## src/rtl/param_def.sv

```systemverilog
// Global build parameters shared by the array datapath.
`ifndef MAC_BW
`define MAC_BW 8
`endif

```

## src/rtl/array_pkg.sv

```systemverilog
// Shared types and sizing for the MAC array and its result-drain stage.
`ifndef MAC_BW
`define MAC_BW 8
`endif

package array_pkg;

    localparam int unsigned LANES      = 64;
    localparam int unsigned BEAT_LANES = 8;
    localparam int unsigned LANE_W     = 2 * `MAC_BW;

    typedef logic [LANE_W-1:0] lane_t;

    typedef enum logic [1:0] {
        IDLE,
        COUNT,
        DRAIN
    } drain_state_e;

endpackage

```

## src/rtl/array_drain.sv

```systemverilog
// Result-collection stage: waits a programmed number of accumulation cycles,
// snapshots every accumulator lane in one edge, then streams the snapshot
// out as NBEATS beats of BEAT_LANES lanes over a valid/ready interface.
module array_drain #(
    parameter int unsigned LANES      = array_pkg::LANES,
    parameter int unsigned BEAT_LANES = array_pkg::BEAT_LANES,
    parameter int unsigned LEN_W      = 16
) (
    input  logic                                        clk,
    input  logic                                        rst_n,
    input  logic [LANES-1:0][array_pkg::LANE_W-1:0]     iC,
    input  logic                                        iStart,
    input  logic [LEN_W-1:0]                            iLen,
    output logic [BEAT_LANES-1:0][array_pkg::LANE_W-1:0] oData,
    output logic                                        oValid,
    input  logic                                        iReady,
    output logic                                        oLast,
    output logic                                        oBusy,
    output logic                                        oDrop
);

    import array_pkg::*;

    localparam int unsigned NBEATS = LANES / BEAT_LANES;
    localparam int unsigned BEAT_W = (NBEATS > 1) ? $clog2(NBEATS) : 1;
    localparam logic [BEAT_W-1:0] LAST_BEAT = BEAT_W'(NBEATS - 1);

    drain_state_e                 state_q, state_d;
    logic [LEN_W-1:0]             cnt_q, cnt_d;
    logic [BEAT_W-1:0]            beat_q, beat_d;
    logic [LANES-1:0][LANE_W-1:0] snap_q, snap_d;
    logic                         drop_q, drop_d;

    // State register: all sequential state, aborted to IDLE asynchronously.
    always_ff @(posedge clk or negedge rst_n) begin
        if (!rst_n) begin
            state_q <= IDLE;
            cnt_q   <= '0;
            beat_q  <= '0;
            snap_q  <= '0;
            drop_q  <= 1'b0;
        end else begin
            state_q <= state_d;
            cnt_q   <= cnt_d;
            beat_q  <= beat_d;
            snap_q  <= snap_d;
            drop_q  <= drop_d;
        end
    end

    // Next-state logic: count down, capture the lanes once, then step beats.
    always_comb begin
        state_d = state_q;
        cnt_d   = cnt_q;
        beat_d  = beat_q;
        snap_d  = snap_q;
        drop_d  = iStart && (state_q != IDLE);
        case (state_q)
            IDLE: begin
                if (iStart) begin
                    if (iLen != '0) begin
                        cnt_d   = iLen - 1'b1;
                        state_d = COUNT;
                    end else begin
                        snap_d  = iC;
                        beat_d  = '0;
                        state_d = DRAIN;
                    end
                end
            end
            COUNT: begin
                if (cnt_q == '0) begin
                    snap_d  = iC;
                    beat_d  = '0;
                    state_d = DRAIN;
                end else begin
                    cnt_d = cnt_q - 1'b1;
                end
            end
            DRAIN: begin
                if (iReady) begin
                    if (beat_q == LAST_BEAT) begin
                        beat_d  = '0;
                        state_d = IDLE;
                    end else begin
                        beat_d = beat_q + 1'b1;
                    end
                end
            end
            default: state_d = IDLE;
        endcase
    end

    // Output logic: beat mux from the registered snapshot, zero when not valid.
    always_comb begin
        oValid = (state_q == DRAIN);
        oBusy  = (state_q != IDLE);
        oLast  = oValid && (beat_q == LAST_BEAT);
        oDrop  = drop_q;
        oData  = '0;
        if (oValid) begin
            oData = snap_q[32'(beat_q) * BEAT_LANES +: BEAT_LANES];
        end
    end

endmodule

```

## config.mk

```make
export PLATFORM = sky130hd
export DESIGN_NAME = array_drain
export DESIGN_NICKNAME = d
export VERILOG_FILES = /design/src/rtl/param_def.sv /design/src/rtl/array_pkg.sv /design/src/rtl/array_drain.sv
export SDC_FILE = /design/constraint.sdc
export NUM_CORES = 2
export LEC_CHECK = 0
export ABC_CLOCK_PERIOD_IN_PS = 7000
export CORE_AREA = 2 2 462 464
export CTS_BUF_LIST = sky130_fd_sc_hd__clkbuf_8
export DETAILED_ROUTE_END_ITERATION = 10
export DIE_AREA = 0 0 464 466
export MAX_ROUTING_LAYER = met4
export SLEW_MARGIN = 20
export SYNTH_ARGS = -nofsm -noshare
export SYNTH_HDL_FRONTEND = slang
export SYNTH_SLANG_ARGS = --single-unit
```

## constraint.sdc

```tcl
create_clock -name clk -period 7 [get_ports clk]
set_input_delay 1.4 -clock clk [delete_from_list [all_inputs] [get_ports clk]]
set_output_delay 1.4 -clock clk [all_outputs]
set_load 0.01 [all_outputs]
```

Fig. 1: sequential cells coloured by netlist name
Scale: 1 px per micron. Other sequential cells in the stronger grey, the rest of the logic in the fainter grey.
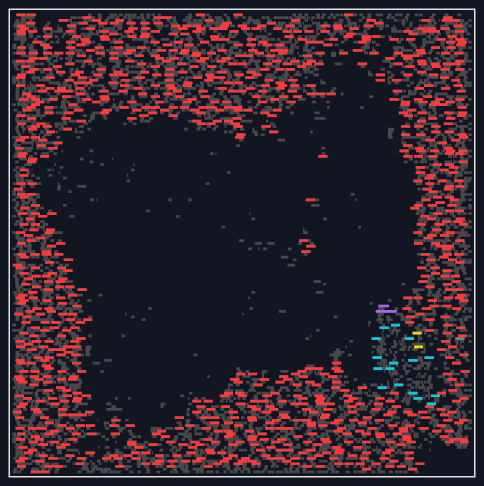
`state_q` -> yellow  # placed flops 2
`beat_q` -> purple  # placed flops 3
`snap_q` -> red  # placed flops 1024, where spread over the die
`cnt_q` -> cyan  # placed flops 16, where south-east
not coloured = 1

Fig. 2: a small window of the routed layout
Window x 212 to 252, y 306 to 346 microns. Cells in grey, sequential cells in the stronger grey; small squares are vias.
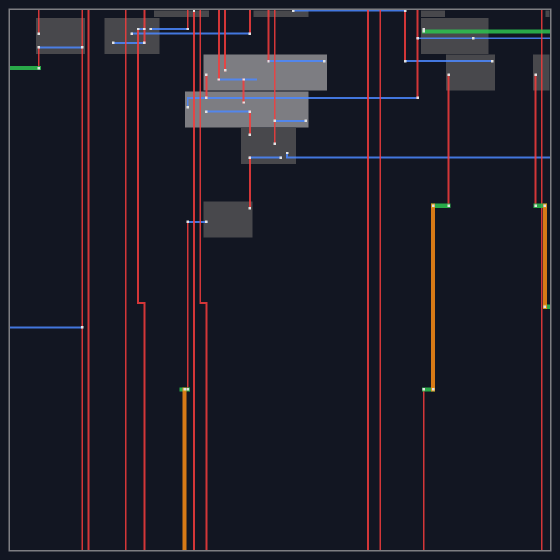
M4 -> orange
M3 -> green
M1 -> blue
M2 -> red
cells with their middle in the window = 8
sequential cells in the window = 2
most frequent = clkdlybuf4s50_1 (3), mux2_2 (2), dfrtp_1 (2)
netlist names of flops here include = `snap_q` (2)

==> out/metrics.csv <==
stage,metric,value,unit
status,status,"finished, final reports clean",
logic_synthesis,synth_top_flop_cell,dfrtp_1,
global_route,overflow,0,
cells_and_area,lay_top_cells,"clkdlybuf4s50_1, dfrtp_1, mux2_2",
cells_and_area,sh_comb_area,30.20,%
cts,hold_buffers,0,
critical_path,endpoint_kind,output pin,
worst_hold_path,hold_path_class,flop to flop,
placed_design,dp.cells,6829,
power_and_ir_drop,swShare,33.36,%
route,drcViolationCount,0,
route,first_iter_violations,1705,
cells_and_area,reg_top3,"snap_q: 1024 flops, cnt_q: 16 flops, beat_q: 3 flops",
critical_path,worstPathArrival,4.18,ns
logic_synthesis,ys_cells,2975,
logic_synthesis,seq_area_frac_synth,54.84,%
power_and_ir_drop,seq_power_share,38.0,%
logic_synthesis,edf_count,0,
cells_and_area,lay_top_count,clkdlybuf4s50_1,
floorplan,fp-row-count,169,
placed_design,gp_congestion,0.9030,
power_and_ir_drop,powerDensity,435.9,nW/um^2
cts,clock-sinks,1046,
cts,worstSkewPairLatency,0.92,ns
logic_synthesis,compound_area_share,0.9306,%
cells_and_area,layout.nets,5252,
power_and_ir_drop,p_seq,0.0111,W
cts,cts_resized,0,
logic_synthesis,fp_nets,4022,
cells_and_area,seq_cells,1046,
route,drtAntennaViolNets,0,
cells_and_area,drive_gt1_share,30.62,%
power_and_ir_drop,clkPwrFrac,21.4,%
power_and_ir_drop,top_power_group,combinational cells,
final_timing,skew,0.05703,ns
run,drv_cap,0,
placed_design,hpwl,148.6,mm
cells_and_area,nonClkBufAreaFrac,18.82,%
cells_and_area,seq_share,39.20,%
cts,cts.path.max_buffers,3,
global_route,grt_pass1_wl,269.7,mm
cells_and_area,dominant_cells,sequential cells,
logic_synthesis,synth_cell_type_count,54,
Fig. 3: M2 wires
Scale: 1 px per micron.
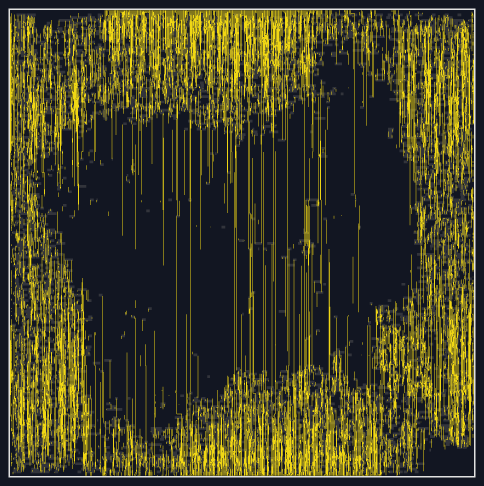
nets with wire on the layer = 4908
wire length on this layer = 90.8 mm
main direction = vertical
longest straight run = 324 microns
Detailed Route WL: 193.1 mm
routed vias: 31560
met2 Use GR: 27.96%

per-stage QoR:
stage          hold slack [ns]  total power [W]
2_1_floorplan           0.4524          0.01898
3_3_place_gp            0.4619          0.02286
3_5_place_dp            0.4686          0.02321
4_1_cts                 0.4101          0.02962
5_1_grt                 0.4364          0.03093
6_report                0.4790          0.02912
critical path: stages (launching register included):
cell,delay (ns)
dfrtp_4,0.75
buf_4,0.57
mux4_2,0.58
mux2i_1,0.65
nor2_1,0.09
clkdlybuf4s50_1,0.56
metal layers:
metal  routed length [microns]  global-route usage [%]  up-vias
li1                          -                       -    13720
met1                     81040                   21.61    16490
met2                     90850                   27.96     1137
met3                     18260                   7.891      211
met4                      2985                   4.491        0
met5                         0                       -        -
cell usage after synthesis (all sizes together), types with 4 or more instances:
library cell  number  area [sq um]
mux2i            139          1395
a31oi              5         31.28
buf              154          1156
nand3              6         30.03
mux2            1027         11560
nand2             22         82.58
dfrtp           1046         26180
nor3               7         35.03
nor2             153         584.3
or3                4         25.02
mux4             256          5766
o21ai             14         70.07
a211oi             5         37.54
inv                7         26.27
nor4              10         68.81
a21oi             16         80.08
nand2b             4         25.02
clkbuf            57         214.0
worst paths after layout:
kind | from | end | slack (ns)
worst min register to register | snap_q[296]$_DFFE_PN0P_ | snap_q[296]$_DFFE_PN0P_ | 0.48
worst max-delay path | beat_q[0]$_DFFE_PN0P_ | oData[109] | 1.42
min in group asynchronous | rst_n | snap_q[355]$_DFFE_PN0P_ | 0.53
worst max register to register | cnt_q[5]$_DFFE_PN0P_ | snap_q[521]$_DFFE_PN0P_ | 3.65
worst min-delay path | snap_q[296]$_DFFE_PN0P_ | snap_q[296]$_DFFE_PN0P_ | 0.48
max in group asynchronous | rst_n | snap_q[429]$_DFFE_PN0P_ | 4.85
No activity file was given, so power comes from the tool's default toggle rates.
